## src/rtl/serv_dbus_ram.sv

```systemverilog
// Wishbone classic data RAM: word-addressed, byte-lane writes, full-word reads.
// Latency: ack in the cycle after capture plus WAIT wait-state cycles; one idle cycle follows every ack.
// Backpressure: none; one request is accepted per WAIT+2 cycles, and dropping cyc during wait states aborts.
module serv_dbus_ram #(
   parameter int DEPTH = 256,
   parameter int WAIT  = 0
) (
   input  logic        i_clk,
   input  logic        i_rst_n,
   input  logic        i_wb_cyc,
   input  logic        i_wb_stb,
   input  logic [31:0] i_wb_adr,
   input  logic        i_wb_we,
   input  logic [3:0]  i_wb_sel,
   input  logic [31:0] i_wb_dat,
   output logic        o_wb_ack,
   output logic [31:0] o_wb_rdt
);

   localparam int WORDS = DEPTH / 4;
   localparam int AW    = $clog2(WORDS);
   // A single-word RAM still needs a one-bit index; the mask keeps it at zero.
   localparam int IW    = (AW > 0) ? AW : 1;
   localparam logic [IW-1:0] IDX_MASK = IW'(WORDS - 1);
   localparam logic [3:0]    WAIT_CNT = 4'(WAIT);

   localparam logic [1:0] S_IDLE = 2'd0;
   localparam logic [1:0] S_WAIT = 2'd1;
   localparam logic [1:0] S_ACK  = 2'd2;

   logic [31:0]   mem [0:WORDS-1];

   logic [1:0]    state_q, state_d;
   logic [3:0]    cnt_q,   cnt_d;
   logic [IW-1:0] idx_q,   idx_d;
   logic          we_q,    we_d;
   logic [3:0]    sel_q,   sel_d;
   logic [31:0]   dat_q,   dat_d;
   logic [31:0]   rdt_q,   rdt_d;
   logic [IW-1:0] adr_idx;

   // Upper address bits and byte offset are deliberately ignored (address wraps modulo DEPTH).
   logic unused_adr;
   assign unused_adr = ^{i_wb_adr[31:IW+2], i_wb_adr[1:0]};

   assign adr_idx  = i_wb_adr[IW+1:2] & IDX_MASK;
   assign o_wb_ack = (state_q == S_ACK);
   assign o_wb_rdt = rdt_q;

   // Next-state logic: capture request in IDLE, count wait states, load read data when entering ACK.
   always_comb begin
      state_d = state_q;
      cnt_d   = cnt_q;
      idx_d   = idx_q;
      we_d    = we_q;
      sel_d   = sel_q;
      dat_d   = dat_q;
      rdt_d   = rdt_q;
      case (state_q)
         S_IDLE: begin
            if (i_wb_cyc && i_wb_stb) begin
               idx_d = adr_idx;
               we_d  = i_wb_we;
               sel_d = i_wb_sel;
               dat_d = i_wb_dat;
               cnt_d = WAIT_CNT;
               if (WAIT > 0) begin
                  state_d = S_WAIT;
               end else begin
                  // Zero wait states: the index is captured on this same edge, so read via the live address.
                  state_d = S_ACK;
                  if (!i_wb_we) rdt_d = mem[adr_idx];
               end
            end
         end
         S_WAIT: begin
            if (!i_wb_cyc) begin
               // Master gave up the cycle: drop the transfer without acking or writing.
               state_d = S_IDLE;
               cnt_d   = 4'd0;
            end else begin
               cnt_d = cnt_q - 4'd1;
               if (cnt_q == 4'd1) begin
                  state_d = S_ACK;
                  if (!we_q) rdt_d = mem[idx_q];
               end
            end
         end
         S_ACK:   state_d = S_IDLE;
         default: state_d = S_IDLE;
      endcase
   end

   // Control and request registers; reset cancels any transfer in flight.
   always_ff @(posedge i_clk or negedge i_rst_n) begin
      if (!i_rst_n) begin
         state_q <= S_IDLE;
         cnt_q   <= 4'd0;
         idx_q   <= '0;
         we_q    <= 1'b0;
         sel_q   <= 4'd0;
         dat_q   <= 32'h0;
         rdt_q   <= 32'h0;
      end else begin
         state_q <= state_d;
         cnt_q   <= cnt_d;
         idx_q   <= idx_d;
         we_q    <= we_d;
         sel_q   <= sel_d;
         dat_q   <= dat_d;
         rdt_q   <= rdt_d;
      end
   end

   // Byte-lane write on the edge leaving ACK; reset forces IDLE asynchronously, which suppresses it.
   always_ff @(posedge i_clk) begin
      if (state_q == S_ACK && we_q) begin
         for (int n = 0; n < 4; n++) begin
            if (sel_q[n]) mem[idx_q][8*n +: 8] <= dat_q[8*n +: 8];
         end
      end
   end

endmodule

```

## config.mk

```make
export PLATFORM = sky130hd
export DESIGN_NAME = serv_dbus_ram
export DESIGN_NICKNAME = d
export VERILOG_FILES = /design/src/rtl/serv_dbus_ram.sv
export SDC_FILE = /design/constraint.sdc
export NUM_CORES = 2
export LEC_CHECK = 0
export CORE_MARGIN = 5
export CORE_UTILIZATION = 55
export DETAILED_ROUTE_END_ITERATION = 8
export DONT_BUFFER_PORTS = 1
export PLACE_DENSITY = 0.66
export SLEW_MARGIN = 20
export SYNTH_ARGS = -nofsm -noshare
export SYNTH_HDL_FRONTEND = slang
export SYNTH_SLANG_ARGS = --single-unit
```

## constraint.sdc

```tcl
create_clock -name i_clk -period 2.6 [get_ports i_clk]
set_input_delay 0.39 -clock i_clk [delete_from_list [all_inputs] [get_ports i_clk]]
set_output_delay 0.39 -clock i_clk [all_outputs]
set_load 0.05 [all_outputs]
```

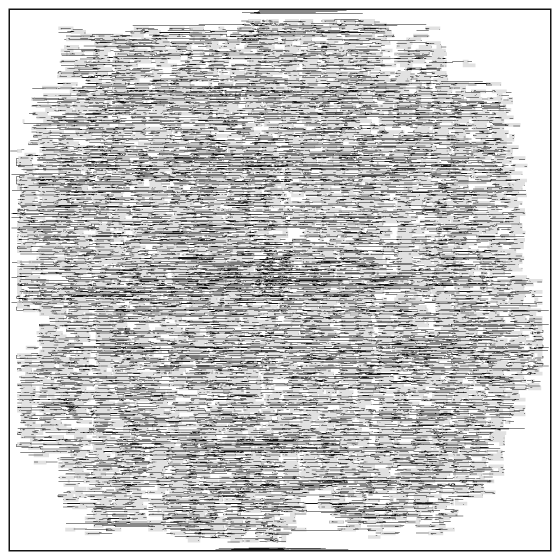
Fig. 1. Met1 routing.
Cells faint in the background.
wire length on this layer: 83.1 mm
nets with wire on the layer: 4476
total vias in the final route: 42536
Total Routed Length: 208 mm
fraction of met1 tracks used by global routing: 38.3%

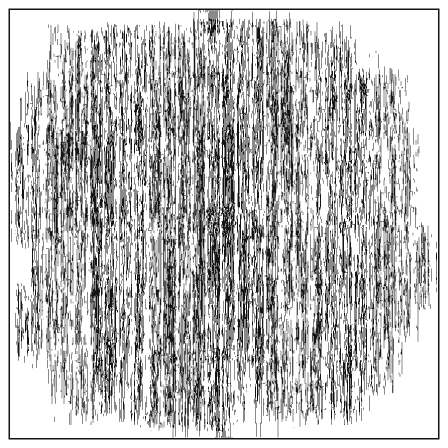
Fig. 2. M2 wires.
share of all routed wire: 46%
main direction: vertical
M2 GR Usage: 39.8%

==> summary.txt <==
Flow results follow.

The flow ran to the end, but the final reports show violations. The checks that failed: slew limit. The data arrival at the endpoint of the critical path is 3000 ps. The slew at the pin closest to its max-slew limit is 1670 ps. The final design was reported to hold multi-input combinational gates totalling 1762. Wire segments on met2 add up to 95.7 mm in the final route. The gate-level netlist out of Yosys references 41 unique cell types. The number of standard cells in the final layout excluding fillers is 6683. The number of sinks on the clock net is 2124. The slew check shows that the tightest pin keeps a relative margin of -11.1%. The global-route track usage on met3 is 6.83%.

The number of cells upsized or downsized after cts is 0. The number of buffers outside the clock class in the layout is 468. The synthesized netlist handed to floorplanning was reported with a cell count of 4154.

In the routed layout, each cell is associated on average with a via count of 6.36. The worst setup path is of the reg -> reg kind. In this run the most critical hold path is launched from i_wb_stb.

The dominant synthesized flop cell is sky130_fd_sc_hd__edfxtp_1. The delay of the slowest cell on the worst path is 670 ps. The final hold slack is 86.3 ps. OpenSTA, run right after detailed placement, puts the worst setup slack at 87.2 ps. The number of buffers inserted for hold repair after clock tree synthesis is 46.

The top-area cell type share of the netlist area is 75.2%. The number of cells after detailed placement is 6239. The root buffer selected by CTS is sky130_fd_sc_hd__clkbuf_16. Dividing the detail-routed wire length by the instance count gives 31.1 um. After detailed routing, no signal wire sits above met5. Note, the detailed placer reported a final HPWL of 127 mm. The cell count along the critical path is 5. By area the synthesized netlist is led by sky130_fd_sc_hd__edfxtp_1 75%, sky130_fd_sc_hd__mux4_2 8.8%, sky130_fd_sc_hd__mux2_2 2.7%. The post-route DRC violation count is 0. Once the clock tree was built, the setup fixing pass inserted 0 buffers. The clock network area share is 7.19%. The main kind of combinational logic by area is multiplexers. The internal power consumption is 57.4 mW. The commonest cells after synthesis are 2048 x sky130_fd_sc_hd__edfxtp_1, 320 x sky130_fd_sc_hd__mux4_2, 292 x sky130_fd_sc_hd__nor2_1. In the final run the clock tree shows a worst skew of 31.2 ps. The capture point of the critical path was reported as mem[37][20]. VDD sags by at most 691 uV. The placed cell area is 86600 um2. The depth of the worst hold-timing path is 4. The net count of the finished layout is 4638.

Of the post-synthesis cell area, the part taken by muxes is 13.1%. The netlist area before placement is 81700 um2. The number of antenna violations at the first check in global routing is 16. The floorplan report lists the tap cell count as 1930. Grouping stages by cell kind, the critical path spends the most delay in simple AND/OR/NAND/NOR gates. As reported, the later end of the worst-skew pair has a clock insertion delay of 830 ps. In the final layout, excluding clock inverters the inverter count is 1. The total die area is 156000 um2. After floorplanning, the core was divided into 141 placement rows. Per the breakdown, switching nets consume 22.1% of all power. The H-tree generated during clock tree synthesis spans 4 levels. The share of power burned in the clock network is 40.2%. Non-clock buffers make up 4.30% of the layout cell area.

Summing the areas of all compound-gate instances in the mapped netlist gives 4.59% of the synthesized area. The number of nets still failing antenna checks after routing is 0. The post-synthesis chip area from yosys is 81700 um2. Per Yosys stat, the portion of area used by sequential elements is 77.6%. TritonCTS built the clock tree. The layout report gives the register share of total cell area as 67.6%.

In this run, synthesis produced a sequential element count of 2124. The worst path needs 2490 ps of the cycle, external delays included. The power density normalized to cell area is 784 nW/um2. The core region area is 148000 um2. The finished layout reports a core utilization of 63.6%. The kind of start point of the critical path is a register. Listed in order, past its start point the critical path passes nand2_1 -> nor2_1 -> nand2_1 -> nor2_1 -> buf_4. Per the final report, max-transition violations number 160.

In the per-layer breakdown of the detailed-route log, met1 shows 83.1 mm. The leakage dissipation is 30.5 nW. The number of antenna diodes in the final layout is 12.

The setup slack on the worst flop-to-flop path is 110 ps. The cell taking the most area after synthesis is sky130_fd_sc_hd__edfxtp_1.
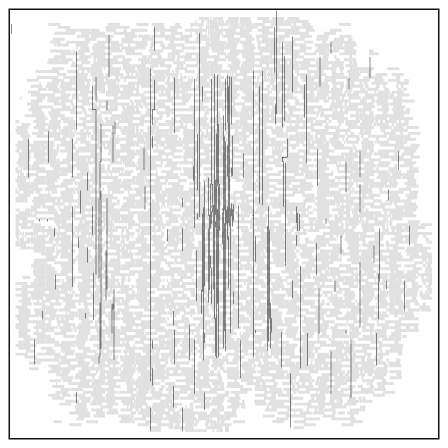
Fig. 3. Metal 4.
Cells faint in the background.
main direction: vertical
share of all routed wire: 3.9%
wire length on this layer: 8200 um
nets with wire on the layer: 94

-- layout by cell type (no fill, tap or decap), drive strengths merged, types with 31 or more instances in the layout --
| cell | n |
|---|---|
| nor4 | 31 |
| dlygate4sd3 | 45 |
| a2111oi | 32 |
| clkbuf | 305 |
| nor2 | 292 |
| mux2 | 198 |
| mux2i | 128 |
| a22oi | 64 |
| clkinv | 56 |
| a211o | 31 |
| dfrtp | 76 |
| mux4 | 320 |
| a221o | 31 |
| o21ai | 33 |
| nor2b | 67 |
| nand2 | 180 |
| o211ai | 32 |
| a211oi | 96 |
| o221ai | 32 |
| buf | 423 |
| edfxtp | 2048 |
| o22ai | 159 |
-- registers in the layout (all words and copies together), names as in the netlist --
signal and cells:
idx_q 6, dat_q 32, o_wb_rdt 32, we_q 1
state_q 1, mem 2048, sel_q 4
Power and IR drop assume default switching activity.
